<file path="src/rtl/protocol_classifier_if.sv">
// Byte-stream bundle between the frame source, the protocol classifier and the analyzer bank.
// The slave side is the classifier; the master side feeds bytes and observes the replayed stream.
interface protocol_classifier_if;
  logic [7:0] in_data;
  logic       in_valid;
  logic       in_sof;
  logic       in_eof;
  logic       in_ready;
  logic [7:0] out_data;
  logic       out_valid;
  logic [1:0] out_sel;
  logic       out_sof;
  logic       out_eof;
  logic       out_abort;

  modport slave (
    input  in_data, in_valid, in_sof, in_eof,
    output in_ready, out_data, out_valid, out_sel, out_sof, out_eof, out_abort
  );

  modport master (
    output in_data, in_valid, in_sof, in_eof,
    input  in_ready, out_data, out_valid, out_sel, out_sof, out_eof, out_abort
  );
endinterface

</file>
<file path="src/rtl/protocol_classifier.sv">
// Buffers each IPv4 header, picks the analyzer from the Protocol byte, then replays the header
// and streams the rest of the frame. The output never stalls; only the input is throttled.
module protocol_classifier #(
  parameter int HDR_BYTES = 10,
  parameter int PROTO_IDX = 9,
  parameter int CHECK_VER = 1,
  parameter int CNT_W     = 16
) (
  input  logic                 clk,
  input  logic                 rst,
  protocol_classifier_if.slave bus,
  output logic [CNT_W-1:0]     runt_cnt,
  output logic [CNT_W-1:0]     badver_cnt
);

  localparam int IDX_W = (HDR_BYTES > 2) ? $clog2(HDR_BYTES) : 1;
  localparam logic [IDX_W-1:0] LAST_IDX = IDX_W'(HDR_BYTES - 1);
  localparam logic [IDX_W-1:0] ONE_IDX  = IDX_W'(1);

  typedef enum logic [2:0] {
    ST_IDLE   = 3'd0,
    ST_HDR    = 3'd1,
    ST_REPLAY = 3'd2,
    ST_PASS   = 3'd3,
    ST_DROP   = 3'd4
  } state_t;

  function automatic logic [1:0] classify(input logic [7:0] proto);
    logic [1:0] sel;
    case (proto)
      8'h06:   sel = 2'b01;
      8'h01:   sel = 2'b10;
      default: sel = 2'b00;
    endcase
    return sel;
  endfunction

  function automatic logic [CNT_W-1:0] sat_add(input logic [CNT_W-1:0] cnt, input logic [1:0] inc);
    logic [CNT_W:0]   sum;
    logic [CNT_W-1:0] res;
    sum = {1'b0, cnt} + {{(CNT_W-1){1'b0}}, inc};
    if (sum[CNT_W]) begin
      res = {CNT_W{1'b1}};
    end else begin
      res = sum[CNT_W-1:0];
    end
    return res;
  endfunction

  state_t           state_r, state_nx_s;
  logic [7:0]       hdr_r [HDR_BYTES];
  logic [IDX_W-1:0] idx_r, idx_nx_s;
  logic [IDX_W-1:0] rd_r, rd_nx_s;
  logic [IDX_W-1:0] wr_addr_s;
  logic             wr_en_s;
  logic             eof_hdr_r, eof_hdr_nx_s;
  logic [1:0]       sel_r, sel_nx_s;
  logic [7:0]       out_data_r, out_data_nx_s;
  logic             out_valid_r, out_valid_nx_s;
  logic             out_sof_r, out_sof_nx_s;
  logic             out_eof_r, out_eof_nx_s;
  logic             out_abort_r, out_abort_nx_s;
  logic [1:0]       runt_inc_s;
  logic             badver_inc_s;
  logic [CNT_W-1:0] runt_cnt_r, badver_cnt_r;
  logic             accept_s, sof_start_s, ver_ok_s;
  logic [7:0]       proto_s;

  assign bus.in_ready = (state_r != ST_REPLAY);
  assign accept_s     = bus.in_valid && bus.in_ready;
  assign sof_start_s  = accept_s && bus.in_sof;
  assign ver_ok_s     = (CHECK_VER == 0) || (hdr_r[0][7:4] == 4'd4);

  // When the Protocol byte is the last header byte it has not been buffered yet.
  if (PROTO_IDX == HDR_BYTES - 1) begin : g_proto_live
    assign proto_s = bus.in_data;
  end else begin : g_proto_buf
    assign proto_s = hdr_r[PROTO_IDX];
  end

  // Next-state, buffer write and registered-output decode
  always_comb begin
    state_nx_s     = state_r;
    idx_nx_s       = idx_r;
    rd_nx_s        = rd_r;
    wr_en_s        = 1'b0;
    wr_addr_s      = idx_r;
    eof_hdr_nx_s   = eof_hdr_r;
    sel_nx_s       = sel_r;
    out_data_nx_s  = out_data_r;
    out_valid_nx_s = 1'b0;
    out_sof_nx_s   = 1'b0;
    out_eof_nx_s   = 1'b0;
    out_abort_nx_s = 1'b0;
    runt_inc_s     = 2'd0;
    badver_inc_s   = 1'b0;

    if (sof_start_s) begin
      // A sof restarts header capture from any accepting state; an open header is a runt.
      wr_en_s        = 1'b1;
      wr_addr_s      = '0;
      idx_nx_s       = ONE_IDX;
      out_abort_nx_s = (state_r == ST_PASS);
      runt_inc_s     = {1'b0, state_r == ST_HDR} + {1'b0, bus.in_eof};
      state_nx_s     = bus.in_eof ? ST_IDLE : ST_HDR;
    end else begin
      case (state_r)
        ST_IDLE: begin
          state_nx_s = ST_IDLE;
        end
        ST_DROP: begin
          if (accept_s && bus.in_eof) begin
            state_nx_s = ST_IDLE;
          end else begin
            state_nx_s = ST_DROP;
          end
        end
        ST_HDR: begin
          if (accept_s) begin
            wr_en_s   = 1'b1;
            wr_addr_s = idx_r;
            if (idx_r == LAST_IDX) begin
              sel_nx_s     = classify(proto_s);
              eof_hdr_nx_s = bus.in_eof;
              rd_nx_s      = '0;
              if (ver_ok_s) begin
                state_nx_s = ST_REPLAY;
              end else begin
                badver_inc_s = 1'b1;
                state_nx_s   = bus.in_eof ? ST_IDLE : ST_DROP;
              end
            end else if (bus.in_eof) begin
              runt_inc_s = 2'd1;
              state_nx_s = ST_IDLE;
            end else begin
              idx_nx_s = idx_r + ONE_IDX;
            end
          end else begin
            state_nx_s = ST_HDR;
          end
        end
        ST_REPLAY: begin
          out_valid_nx_s = 1'b1;
          out_data_nx_s  = hdr_r[rd_r];
          out_sof_nx_s   = (rd_r == '0);
          if (rd_r == LAST_IDX) begin
            out_eof_nx_s = eof_hdr_r;
            state_nx_s   = eof_hdr_r ? ST_IDLE : ST_PASS;
          end else begin
            rd_nx_s = rd_r + ONE_IDX;
          end
        end
        ST_PASS: begin
          if (accept_s) begin
            out_valid_nx_s = 1'b1;
            out_data_nx_s  = bus.in_data;
            out_eof_nx_s   = bus.in_eof;
            state_nx_s     = bus.in_eof ? ST_IDLE : ST_PASS;
          end else begin
            state_nx_s = ST_PASS;
          end
        end
        default: begin
          state_nx_s = ST_IDLE;
        end
      endcase
    end
  end

  // State register
  always_ff @(posedge clk or negedge rst) begin
    if (!rst) begin
      state_r <= ST_IDLE;
    end else begin
      state_r <= state_nx_s;
    end
  end

  // Header buffer, indices, output registers and saturating error counters
  always_ff @(posedge clk or negedge rst) begin
    if (!rst) begin
      for (int i = 0; i < HDR_BYTES; i++) begin
        hdr_r[i] <= 8'h00;
      end
      idx_r        <= '0;
      rd_r         <= '0;
      eof_hdr_r    <= 1'b0;
      sel_r        <= 2'b00;
      out_data_r   <= 8'h00;
      out_valid_r  <= 1'b0;
      out_sof_r    <= 1'b0;
      out_eof_r    <= 1'b0;
      out_abort_r  <= 1'b0;
      runt_cnt_r   <= '0;
      badver_cnt_r <= '0;
    end else begin
      if (wr_en_s) begin
        hdr_r[wr_addr_s] <= bus.in_data;
      end
      idx_r        <= idx_nx_s;
      rd_r         <= rd_nx_s;
      eof_hdr_r    <= eof_hdr_nx_s;
      sel_r        <= sel_nx_s;
      out_data_r   <= out_data_nx_s;
      out_valid_r  <= out_valid_nx_s;
      out_sof_r    <= out_sof_nx_s;
      out_eof_r    <= out_eof_nx_s;
      out_abort_r  <= out_abort_nx_s;
      runt_cnt_r   <= sat_add(runt_cnt_r, runt_inc_s);
      badver_cnt_r <= sat_add(badver_cnt_r, {1'b0, badver_inc_s});
    end
  end

  assign bus.out_data  = out_data_r;
  assign bus.out_valid = out_valid_r;
  assign bus.out_sel   = sel_r;
  assign bus.out_sof   = out_sof_r;
  assign bus.out_eof   = out_eof_r;
  assign bus.out_abort = out_abort_r;
  assign runt_cnt      = runt_cnt_r;
  assign badver_cnt    = badver_cnt_r;

endmodule
</file>
<file path="src/flat_wrapper.sv">
// flat-port wrapper written by rule: the top's interface ports become plain ports
module protocol_classifier_flat 
#(
  parameter int HDR_BYTES = 10,
  parameter int PROTO_IDX = 9,
  parameter int CHECK_VER = 1,
  parameter int CNT_W     = 16
)
  (clk, rst, runt_cnt, badver_cnt, bus_in_data, bus_in_valid, bus_in_sof, bus_in_eof, bus_in_ready, bus_out_data, bus_out_valid, bus_out_sel, bus_out_sof, bus_out_eof, bus_out_abort);
  protocol_classifier_if bus_i ();
  input  logic clk;
  input  logic rst;
  output logic [CNT_W-1:0] runt_cnt;
  output logic [CNT_W-1:0] badver_cnt;
  input wire logic [$bits(bus_i.in_data)-1:0] bus_in_data;
  input wire logic [$bits(bus_i.in_valid)-1:0] bus_in_valid;
  input wire logic [$bits(bus_i.in_sof)-1:0] bus_in_sof;
  input wire logic [$bits(bus_i.in_eof)-1:0] bus_in_eof;
  output wire logic [$bits(bus_i.in_ready)-1:0] bus_in_ready;
  output wire logic [$bits(bus_i.out_data)-1:0] bus_out_data;
  output wire logic [$bits(bus_i.out_valid)-1:0] bus_out_valid;
  output wire logic [$bits(bus_i.out_sel)-1:0] bus_out_sel;
  output wire logic [$bits(bus_i.out_sof)-1:0] bus_out_sof;
  output wire logic [$bits(bus_i.out_eof)-1:0] bus_out_eof;
  output wire logic [$bits(bus_i.out_abort)-1:0] bus_out_abort;
  assign bus_i.in_data = bus_in_data;
  assign bus_i.in_valid = bus_in_valid;
  assign bus_i.in_sof = bus_in_sof;
  assign bus_i.in_eof = bus_in_eof;
  assign bus_in_ready = bus_i.in_ready;
  assign bus_out_data = bus_i.out_data;
  assign bus_out_valid = bus_i.out_valid;
  assign bus_out_sel = bus_i.out_sel;
  assign bus_out_sof = bus_i.out_sof;
  assign bus_out_eof = bus_i.out_eof;
  assign bus_out_abort = bus_i.out_abort;
  protocol_classifier #(.HDR_BYTES(HDR_BYTES), .PROTO_IDX(PROTO_IDX), .CHECK_VER(CHECK_VER), .CNT_W(CNT_W)) u_core (.clk(clk), .rst(rst), .bus(bus_i), .runt_cnt(runt_cnt), .badver_cnt(badver_cnt));
endmodule
</file>
<file path="config.mk">
export PLATFORM = sky130hd
export DESIGN_NAME = protocol_classifier_flat
export DESIGN_NICKNAME = d
export VERILOG_FILES = /design/src/rtl/protocol_classifier_if.sv /design/src/rtl/protocol_classifier.sv /design/src/flat_wrapper.sv
export SDC_FILE = /design/constraint.sdc
export NUM_CORES = 1
export LEC_CHECK = 0
export CAP_MARGIN = 30
export CORE_AREA = 3 3 101 142
export DETAILED_ROUTE_END_ITERATION = 10
export DIE_AREA = 0 0 104 145
export PLACE_DENSITY = 0.74
export SLEW_MARGIN = 25
export SYNTH_ARGS = -nofsm -noshare
export SYNTH_HDL_FRONTEND = slang
export SYNTH_SLANG_ARGS = --single-unit
</file>
<file path="constraint.sdc">
create_clock -name clk -period 4.9 [get_ports clk]
set_input_delay 0.98 -clock clk [delete_from_list [all_inputs] [get_ports clk]]
set_output_delay 0.98 -clock clk [all_outputs]
set_load 0.01 [all_outputs]
</file>
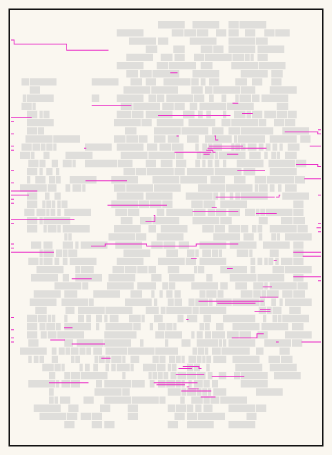
Fig. 1. M3 wires.
Drawn at 3 px/µm. Cells faint in the background.
share of all routed wire: 3.8%
wire length on this layer: 585 µm
longest straight run: 23.9 µm
nets with wire on the layer: 66
total number of vias: 4818
DRT Wirelength: 15.25 mm
GR Util met3: 0.05029

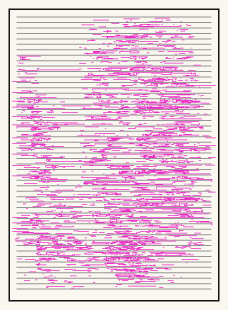
Fig. 2. Met1 routing.
Drawn at 2 px/µm. Supply wires on this layer in gray.
wire length on this layer: 6490 µm
share of all routed wire: 43%
main direction: horizontal
longest straight run: 41.4 µm
met1 track demand over resource: 0.2621

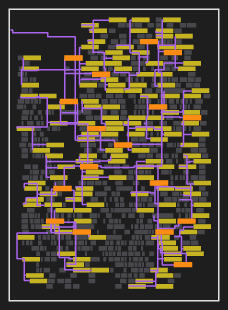
Fig. 3. Clock wires, drivers and flops.
Drawn at 2 px/µm.
[clock drivers] orange | count: 17
[flip-flops] yellow | count: 138
[clock wires] purple | length: 1720 µm
routed clock nets: 18
flops lie: all over the die
Clock power frac: 0.349
P_clk: 1.38 mW
worst skew pair latency: 420 ps

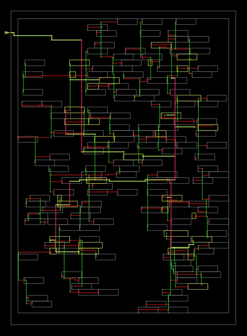
Fig. 4. Clock nets.
clock buffers: 21
clk sinks: 138

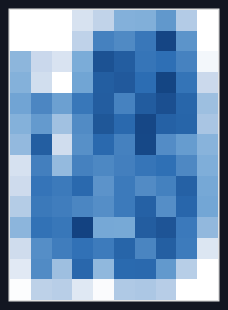
Fig. 5. Cell area per tile.
Drawn at 2 px/µm. The die is cut into 10 by 14 equal tiles; white is low, dark blue is high, 0 to 100% covered.
nearly empty tiles: 9.3%
mean over tiles: 53%
emptiest ninth of the die: top left
fin util: 0.6165
Init Core Util: 0.5134

==> Slide: Implementation Results <==
Physical Implementation Snapshot

Detailed routing
  • Wire per inst: 18.14 µm
  • Routed Antenna Nets: 0

Outcome
  • Status: completed

Setup path
  • Crit path to: u_core.badver_cnt[6]$_DFF_PN0_
  • Worst reg2reg path startpoint: u_core.state_r[0]$_DFFE_PN0P_
  • Worst reg-to-reg setup slack: between 1000 and 1500 ps
  • Crit Path Category: in2reg
  • Critical Path Source: bus_in_valid
  • Startpoint Class: input port
  • Crit. End Element: register
  • FF-to-FF path depth: 11
  • Worst-path maximum fanout: 11
  • Worst Path Required: 5230 ps
  • Critical Path AT: around 4400 ps

Pwr
  • Sequential share of power: 0.385
  • Comb pwr share: 0.266
  • PD cells: around 480 mW/mm²
  • Pint: around 2.7 mW
  • Psw: between 1 and 1.5 mW
  • Peak supply drop: approximately 0.0002 V
  • Cell leakage power: ~3.8 nW

CTS
  • Clk buf depth: 2
  • CTS tree: built
  • Clock root cell: clkbuf_16
  • Clock Pin Slew Worst Setup and Hold Paths: 60 ps

Place
  • Area after DPL: around 0.0075 mm²
  • GPL Wtd Cong: around 0.87

Synthesis
  • Ys flop type: dfrtp_1
  • Yosys cell count: 599
  • Cell area leaders: dfrtp_1 (51%), mux2_2 (14%), mux2i_1 (5.1%)
  • Synthesized Nets: roughly 620
  • Xor+xnor area frac: 0.02058
  • Number of enable flip-flop cells: 0
  • Avg Cell Area, Syn: roughly 11 µm²
  • Mux frac, synth: 0.1904
  • Dominant cell area share: 0.5072
  • Yosys top cell by area: dfrtp_1
  • Synth Register Bits: about 140
  • Synthesized cell area: slightly below 0.007 mm²
  • Synthesized instance count: ~600
  • Basic Gates by Area: 0.1400
  • Synth Seq Share: 0.5072

Global routing
  • Pin count of the biggest net entering global routing: 106
  • First-pass GRT wire length: ~26 mm

Timing
  • Tightest Pin Transition: a little over 1000 ps
  • Peak Freq: between 200 and 250 MHz
  • Setup TNS: 0 ps
  • RSZ-0062 raised after global routing: no
  • Final Hold Vio Count: 0
  • Max Slew Vio Count: 0
  • Final min period: 4046 ps

Finish
  • Most frequent cells in the layout: dfrtp_1 (137), mux2_2 (84), clkdlybuf4s50_1 (58)
  • N_diodes: 0
  • Logic area: a little over 0.003 mm²
  • Synth-to-layout area growth: 20.08%
  • Fillers: 1081
  • Layout cell share with drive strength beyond 1: 0.2079
  • Top reg by flops: u_core.hdr_r
  • Layout Nets: approximately 670

Floorplanning
  • I/O pin cnt: roughly 60
  • Die width: between 100 and 150 µm
  • Core Area: roughly 0.013 mm²
  • Count of standard-cell rows: about 50

Flow run
  • Tool warnings: 32
  • Max-cap viol count: 0
==> Yosys cell counts, types with 4 or more instances <==
cell,instances
dfrtp_1,138
mux2_2,84
nand2_1,40
mux2i_1,35
a21oi_1,27
clkbuf_1,25
nor2_1,23
inv_1,22
o21ai_0,21
nand3_1,19
a22oi_1,18
nand4_1,13
xnor2_1,12
and3_1,11
ha_1,10
nor3_1,9
a221oi_1,8
nand2b_1,7
nor2b_1,7
nor4_1,6
buf_2,4
nand2_2,4
xor2_1,4
==> power groups by stage <==
stage	Combinational (mW)	Clock (mW)	Sequential, mW
after floorplan	0.726	0	1.47
final	1.05	1.38	1.52
after CTS	1.05	1.41	1.52
after global routing	1.14	1.46	1.55
after detailed placement	1.04	0	1.54
after global placement	0.977	0	1.56
==> metrics by stage <==
step	utilization	hold WS (ps)	setup WS (ps)	instances	power, mW
2_1_floorplan	-	444.4	1517	599	2.191
3_3_place_gp	0.5653	456.0	735.9	807	2.536
3_5_place_dp	0.5675	465.8	453.5	809	2.584
4_1_cts	0.6163	478.4	909.8	841	3.977
5_1_grt	0.6165	515.4	631.8	841	4.154
6_report	0.6165	473.5	853.9	841	3.953
==> critical path, stage by stage <==
cell and delay [ps]:
clkdlybuf4s50_1 660, nor2b_1 440, nand3_1 170, nor2_1 220, ha_1 240, nand4_1 260, nor4_1 630, nand4_1 530
o21ai_0 240
==> logic make-up (layout without fill, tap and decap cells) <==
group | count (synthesis) | in the layout
AOI/OAI and AO/OA | 90 | 90
xor gates and xnor gates | 16 | 16
adders and majority gates | 11 | 11
buffers and inverters | 60 | 120
DFF | 138 | 138
muxes | 119 | 119
and+or+nand+nor | 165 | 165
==> layer usage <==
layer / vias to the layer above / share of wire / global-route usage
met2: 121 / 0.52 / 0.3626
met4: 0 / 0.018 / 0.08982
li1: 2259 / - / -
met3: 28 / 0.038 / 0.05029
met1: 2410 / 0.43 / 0.2621
met5: - / 0 / 0
==> area by class of cell <==
type                            count  share of cell area
Clock buffer                       21             0.05876
Clock inverter                     11             0.02035
Inverter                           25             0.01148
Multi-Input combinational cell    401              0.3809
Sequential cell                   138              0.4225
Tap cell                          182             0.02785
Timing Repair Buffer               63             0.07819
==> worst min-delay path by stage <==
stage,endpoint,slack (ps),depth (start not counted),from
6_report,u_core.hdr_r[3]$_DFFE_PN0P_,470,2,u_core.hdr_r[3]$_DFFE_PN0P_
3_5_place_dp,u_core.hdr_r[3]$_DFFE_PN0P_,470,2,u_core.hdr_r[3]$_DFFE_PN0P_
5_1_grt,u_core.hdr_r[52]$_DFFE_PN0P_,520,1,u_core.hdr_r[52]$_DFFE_PN0P_
3_3_place_gp,u_core.hdr_r[2]$_DFFE_PN0P_,460,2,u_core.hdr_r[2]$_DFFE_PN0P_
2_1_floorplan,u_core.hdr_r[0]$_DFFE_PN0P_,440,2,u_core.hdr_r[0]$_DFFE_PN0P_
4_1_cts,u_core.hdr_r[3]$_DFFE_PN0P_,480,2,u_core.hdr_r[3]$_DFFE_PN0P_
Power is estimated from default activity; no workload was simulated.
